[src/rtl/pic_pkg.sv]
// Shared definitions for the PIC datapath: OCW2 command encodings and the
// INTA sequencing state type.
package pic_pkg;

  // OCW2 {R,SL,EOI} command encodings
  localparam logic [2:0] CMD_ROT_AEOI_CLR = 3'b000;
  localparam logic [2:0] CMD_NS_EOI       = 3'b001;
  localparam logic [2:0] CMD_NOP          = 3'b010;
  localparam logic [2:0] CMD_SP_EOI       = 3'b011;
  localparam logic [2:0] CMD_ROT_AEOI_SET = 3'b100;
  localparam logic [2:0] CMD_ROT_NS       = 3'b101;
  localparam logic [2:0] CMD_SET_PRI      = 3'b110;
  localparam logic [2:0] CMD_ROT_SP       = 3'b111;

  typedef enum logic {
    IDLE  = 1'b0,
    WAIT2 = 1'b1
  } inta_state_e;

endpackage

[src/rtl/rot_prio_enc.sv]
// Rotating-priority encoder: the level just above low_ptr has the highest
// priority. Rotates the vector, fixed-priority encodes, then adds the offset back.
module rot_prio_enc #(
  parameter int NUM_IRQ = 8,
  parameter int IDX_W   = $clog2(NUM_IRQ)
) (
  input  logic [NUM_IRQ-1:0] vec,
  input  logic [IDX_W-1:0]   low_ptr,
  output logic               vld,
  output logic [IDX_W-1:0]   id
);

  logic [IDX_W-1:0]     start;
  logic [2*NUM_IRQ-1:0] dbl;
  logic [NUM_IRQ-1:0]   rot;
  logic [IDX_W-1:0]     off;

  // NOTE: every variable written in an always_comb gets a default first so no
  // path through the block leaves it unassigned and infers a latch.
  always_comb begin
    start = low_ptr + IDX_W'(1);
    dbl   = {vec, vec} >> start;
    rot   = dbl[NUM_IRQ-1:0];
    off   = '0;
    // Descending scan so the lowest set position (highest priority) wins.
    for (int i = NUM_IRQ - 1; i >= 0; i--) begin
      if (rot[i]) off = IDX_W'(i);
    end
  end

  assign vld = |vec;
  assign id  = vld ? (start + off) : low_ptr;

endmodule

[src/rtl/isr_bank.sv]
// In-service register bank with rotating priority, EOI decode and INTA sequencing.
// Optional: define ISR_SPECIAL_MASK_EN to add the special-mask-mode ports smm/imr.
module isr_bank
  import pic_pkg::*;
#(
  parameter int NUM_IRQ = 8,
  parameter int IDX_W   = $clog2(NUM_IRQ)
) (
  input  logic               clk,
  input  logic               rst_n,
  input  logic               init,
  input  logic               ack_vld,
  input  logic [IDX_W-1:0]   ack_id,
  input  logic               inta2,
  input  logic               aeoi_mode,
  input  logic               cmd_vld,
  input  logic [2:0]         cmd,
  input  logic [IDX_W-1:0]   cmd_lvl,
`ifdef ISR_SPECIAL_MASK_EN
  input  logic               smm,
  input  logic [NUM_IRQ-1:0] imr,
`endif
  output logic [NUM_IRQ-1:0] isr,
  output logic               hp_vld,
  output logic [IDX_W-1:0]   hp_id,
  output logic [IDX_W-1:0]   low_ptr,
  output logic               err
);

  logic [NUM_IRQ-1:0] isr_q;
  logic [IDX_W-1:0]   low_ptr_q;
  logic               rot_aeoi_q;
  inta_state_e        state_q;
  logic [IDX_W-1:0]   cur_id_q;
  logic               err_q;

  logic [NUM_IRQ-1:0] hp_vec;
  logic [NUM_IRQ-1:0] clr_mask;
  logic [NUM_IRQ-1:0] set_mask;
  logic [NUM_IRQ-1:0] isr_nxt;
  logic [IDX_W-1:0]   low_ptr_nxt;
  logic               rot_aeoi_nxt;
  logic               aeoi_fire;
  logic               err_nxt;

`ifdef ISR_SPECIAL_MASK_EN
  // Masked levels stay in service but are invisible to priority and NS-EOI.
  assign hp_vec = smm ? (isr_q & ~imr) : isr_q;
`else
  assign hp_vec = isr_q;
`endif

  rot_prio_enc #(
    .NUM_IRQ (NUM_IRQ),
    .IDX_W   (IDX_W)
  ) u_hp_enc (
    .vec     (hp_vec),
    .low_ptr (low_ptr_q),
    .vld     (hp_vld),
    .id      (hp_id)
  );

  assign aeoi_fire = (state_q == WAIT2) && inta2 && aeoi_mode;

  // Clears see the pre-update isr/hp_id; the cmd write to low_ptr overrides AEOI rotation.
  always_comb begin
    clr_mask     = '0;
    set_mask     = '0;
    low_ptr_nxt  = low_ptr_q;
    rot_aeoi_nxt = rot_aeoi_q;

    if (aeoi_fire) begin
      clr_mask[cur_id_q] = 1'b1;
      if (rot_aeoi_q) low_ptr_nxt = cur_id_q;
    end

    if (cmd_vld) begin
      unique case (cmd)
        CMD_NS_EOI: begin
          if (hp_vld) clr_mask[hp_id] = 1'b1;
        end
        CMD_SP_EOI: begin
          clr_mask[cmd_lvl] = 1'b1;
        end
        CMD_ROT_NS: begin
          if (hp_vld) begin
            clr_mask[hp_id] = 1'b1;
            low_ptr_nxt     = hp_id;
          end
        end
        CMD_ROT_SP: begin
          clr_mask[cmd_lvl] = 1'b1;
          low_ptr_nxt       = cmd_lvl;
        end
        CMD_SET_PRI:      low_ptr_nxt  = cmd_lvl;
        CMD_ROT_AEOI_SET: rot_aeoi_nxt = 1'b1;
        CMD_ROT_AEOI_CLR: rot_aeoi_nxt = 1'b0;
        CMD_NOP:          ;
        default:          ;
      endcase
    end

    if (ack_vld) set_mask[ack_id] = 1'b1;

    isr_nxt = (isr_q & ~clr_mask) | set_mask;
    err_nxt = (state_q == IDLE) ? inta2 : (ack_vld && !inta2);
  end

  // NOTE: sequential state uses non-blocking assignments only, so every
  // register samples the pre-edge values regardless of statement order.
  always_ff @(posedge clk or negedge rst_n) begin
    if (!rst_n) begin
      isr_q      <= '0;
      low_ptr_q  <= IDX_W'(NUM_IRQ - 1);
      rot_aeoi_q <= 1'b0;
      state_q    <= IDLE;
      cur_id_q   <= '0;
      err_q      <= 1'b0;
    end else if (init) begin
      isr_q      <= '0;
      low_ptr_q  <= IDX_W'(NUM_IRQ - 1);
      rot_aeoi_q <= 1'b0;
      state_q    <= IDLE;
      cur_id_q   <= '0;
      err_q      <= 1'b0;
    end else begin
      isr_q      <= isr_nxt;
      low_ptr_q  <= low_ptr_nxt;
      rot_aeoi_q <= rot_aeoi_nxt;
      err_q      <= err_nxt;
      unique case (state_q)
        IDLE: begin
          if (ack_vld) begin
            state_q  <= WAIT2;
            cur_id_q <= ack_id;
          end
        end
        WAIT2: begin
          // A fresh grant always restarts the wait for the second INTA.
          if (ack_vld) begin
            cur_id_q <= ack_id;
          end else if (inta2) begin
            state_q <= IDLE;
          end
        end
        default: state_q <= IDLE;
      endcase
    end
  end

  assign isr     = isr_q;
  assign low_ptr = low_ptr_q;
  assign err     = err_q;

endmodule

[config.mk]
export PLATFORM = sky130hd
export DESIGN_NAME = isr_bank
export DESIGN_NICKNAME = d
export VERILOG_FILES = /design/src/rtl/pic_pkg.sv /design/src/rtl/rot_prio_enc.sv /design/src/rtl/isr_bank.sv
export SDC_FILE = /design/constraint.sdc
export NUM_CORES = 1
export LEC_CHECK = 0
export CAP_MARGIN = 20
export CORE_MARGIN = 4
export CORE_UTILIZATION = 49
export DETAILED_ROUTE_END_ITERATION = 8
export HOLD_SLACK_MARGIN = 0.03
export PLACE_DENSITY = 0.77
export SETUP_SLACK_MARGIN = 0.3
export SYNTH_ARGS = -nofsm -noshare
export SYNTH_HDL_FRONTEND = slang
export SYNTH_SLANG_ARGS = --single-unit
[constraint.sdc]
create_clock -name clk -period 4.15 [get_ports clk]
set_input_delay 0.83 -clock clk [delete_from_list [all_inputs] [get_ports clk]]
set_output_delay 0.83 -clock clk [all_outputs]
set_load 0.01 [all_outputs]
Fig. 1: placed cells, one color a class
(4 px per um)
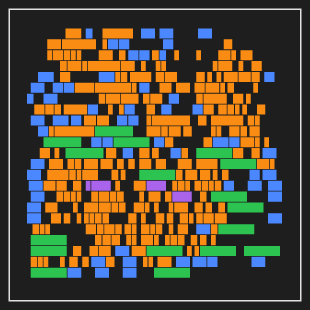
class	color	cells	share of their area
remaining buffers and delay cells	blue	62	21%
registers	green	17	17%
clock drivers and dummy loads	purple	4	1.8%
remaining logic cells	orange	229	60%

==> results_dict.tcl <==
# yosys + openroad results
set metrics [dict create \
    row_count 23 \
    powerClk_uw 124 \
    numCtsBuffers 3 \
    power.group.top "combinational logic" \
    slew_headroom_pct 39.41 \
    wl_per_cell_um 17.16 \
    wl_met1_mm 2.891 \
    violations "setup timing" \
    drtIter0Drc 214 \
    fp_nets 288 \
    postCtsSetupRepairBufs 4 \
    grt.met1_usage_pct 37.01 \
    pre_cts_ws_ps -157.0 \
    ios 32 \
    fin_total_pwr_uw 784.7 \
    skew_ps 2.249 \
    die_w_um 72.50 \
    grt_pass1_wl_mm 10.38 \
    wl_met2_mm 2.835 \
    yosys.area.top_type_share_pct 17.19 \
    cts_tree "built" \
    vias 2248 \
    r2r_start "low_ptr[1]" \
    dpl-instance-area_um2 2472 \
    largest_area_cell "dfrtp_1" \
    drt_wl_total_mm 6.211 \
    status "complete, but fails checks" \
    finalHoldViolations 0 \
    cts_root_buffer "clkbuf_8" \
    crit_arrival_ps 3380 \
    grt_pass1_vias 2088 \
    core_um2 4000 \
    finalNonFillerCells 362 \
    drv_cap 0 \
    clock_sinks 17 \
    min_path_cells 2 \
    route.detailed.drc 0 \
    die-height_um 72.50 \
    num_antenna_cells 0 \
    synthArstFlopShare_pct 100.0 \
    cp_top_family "AND-OR/OR-AND gates" \
    crit_start "low_ptr[1]" \
    firstDrtPassIters 6 \
    met3_usage_pct 3.186 \
    slowest_delay_ps 570 \
    mostFrequentLayoutCells "nor2_1, nand2_1, clkdlybuf4s50_1, buf_4, a21oi_1" \
    whs_endpoint "rot_aeoi_q" \
    largest_reg_flops 8 \
    setup_ws_ps -62.87 \
    setup_viol 1 \
    fmax_mhz 237.4 \
    path_class "flip-flop to primary output" \
    die_area_um2 5256 \
    clock_power_share_pct 15.8 \
]
Fig. 2: nets reached from selected ports
(4 px per um)
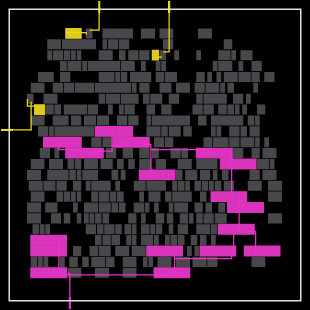
port	color	direction	end cells	buffers	wire
`hp_id`	yellow	output	3	3	40.3 um
`rst_n`	magenta	input	17	1	148 um

## kinds of logic (layout without fill, tap and decap cells)
family | count (synthesis) | count (layout) | synth area share, %
AND-OR/OR-AND | 87 | 87 | 28.92
XOR/XNOR | 5 | 5 | 3.438
adder cells (fa/ha/maj) | 4 | 4 | 2.885
buffers and inverters | 32 | 75 | 9.821
flip-flops | 17 | 17 | 21.06
multiplexers | 10 | 10 | 4.973
AND/OR/NAND/NOR | 114 | 114 | 28.91
## layout make-up
type                       count  area [um^2]  area share, %
clock buffer                   4        45.04          1.724
inverter                       9        33.78          1.293
multi-input combinational    220         1499          57.38
sequential                    17        429.2          16.43
tap                           50        62.56          2.395
timing repair buffer          62        543.0          20.79
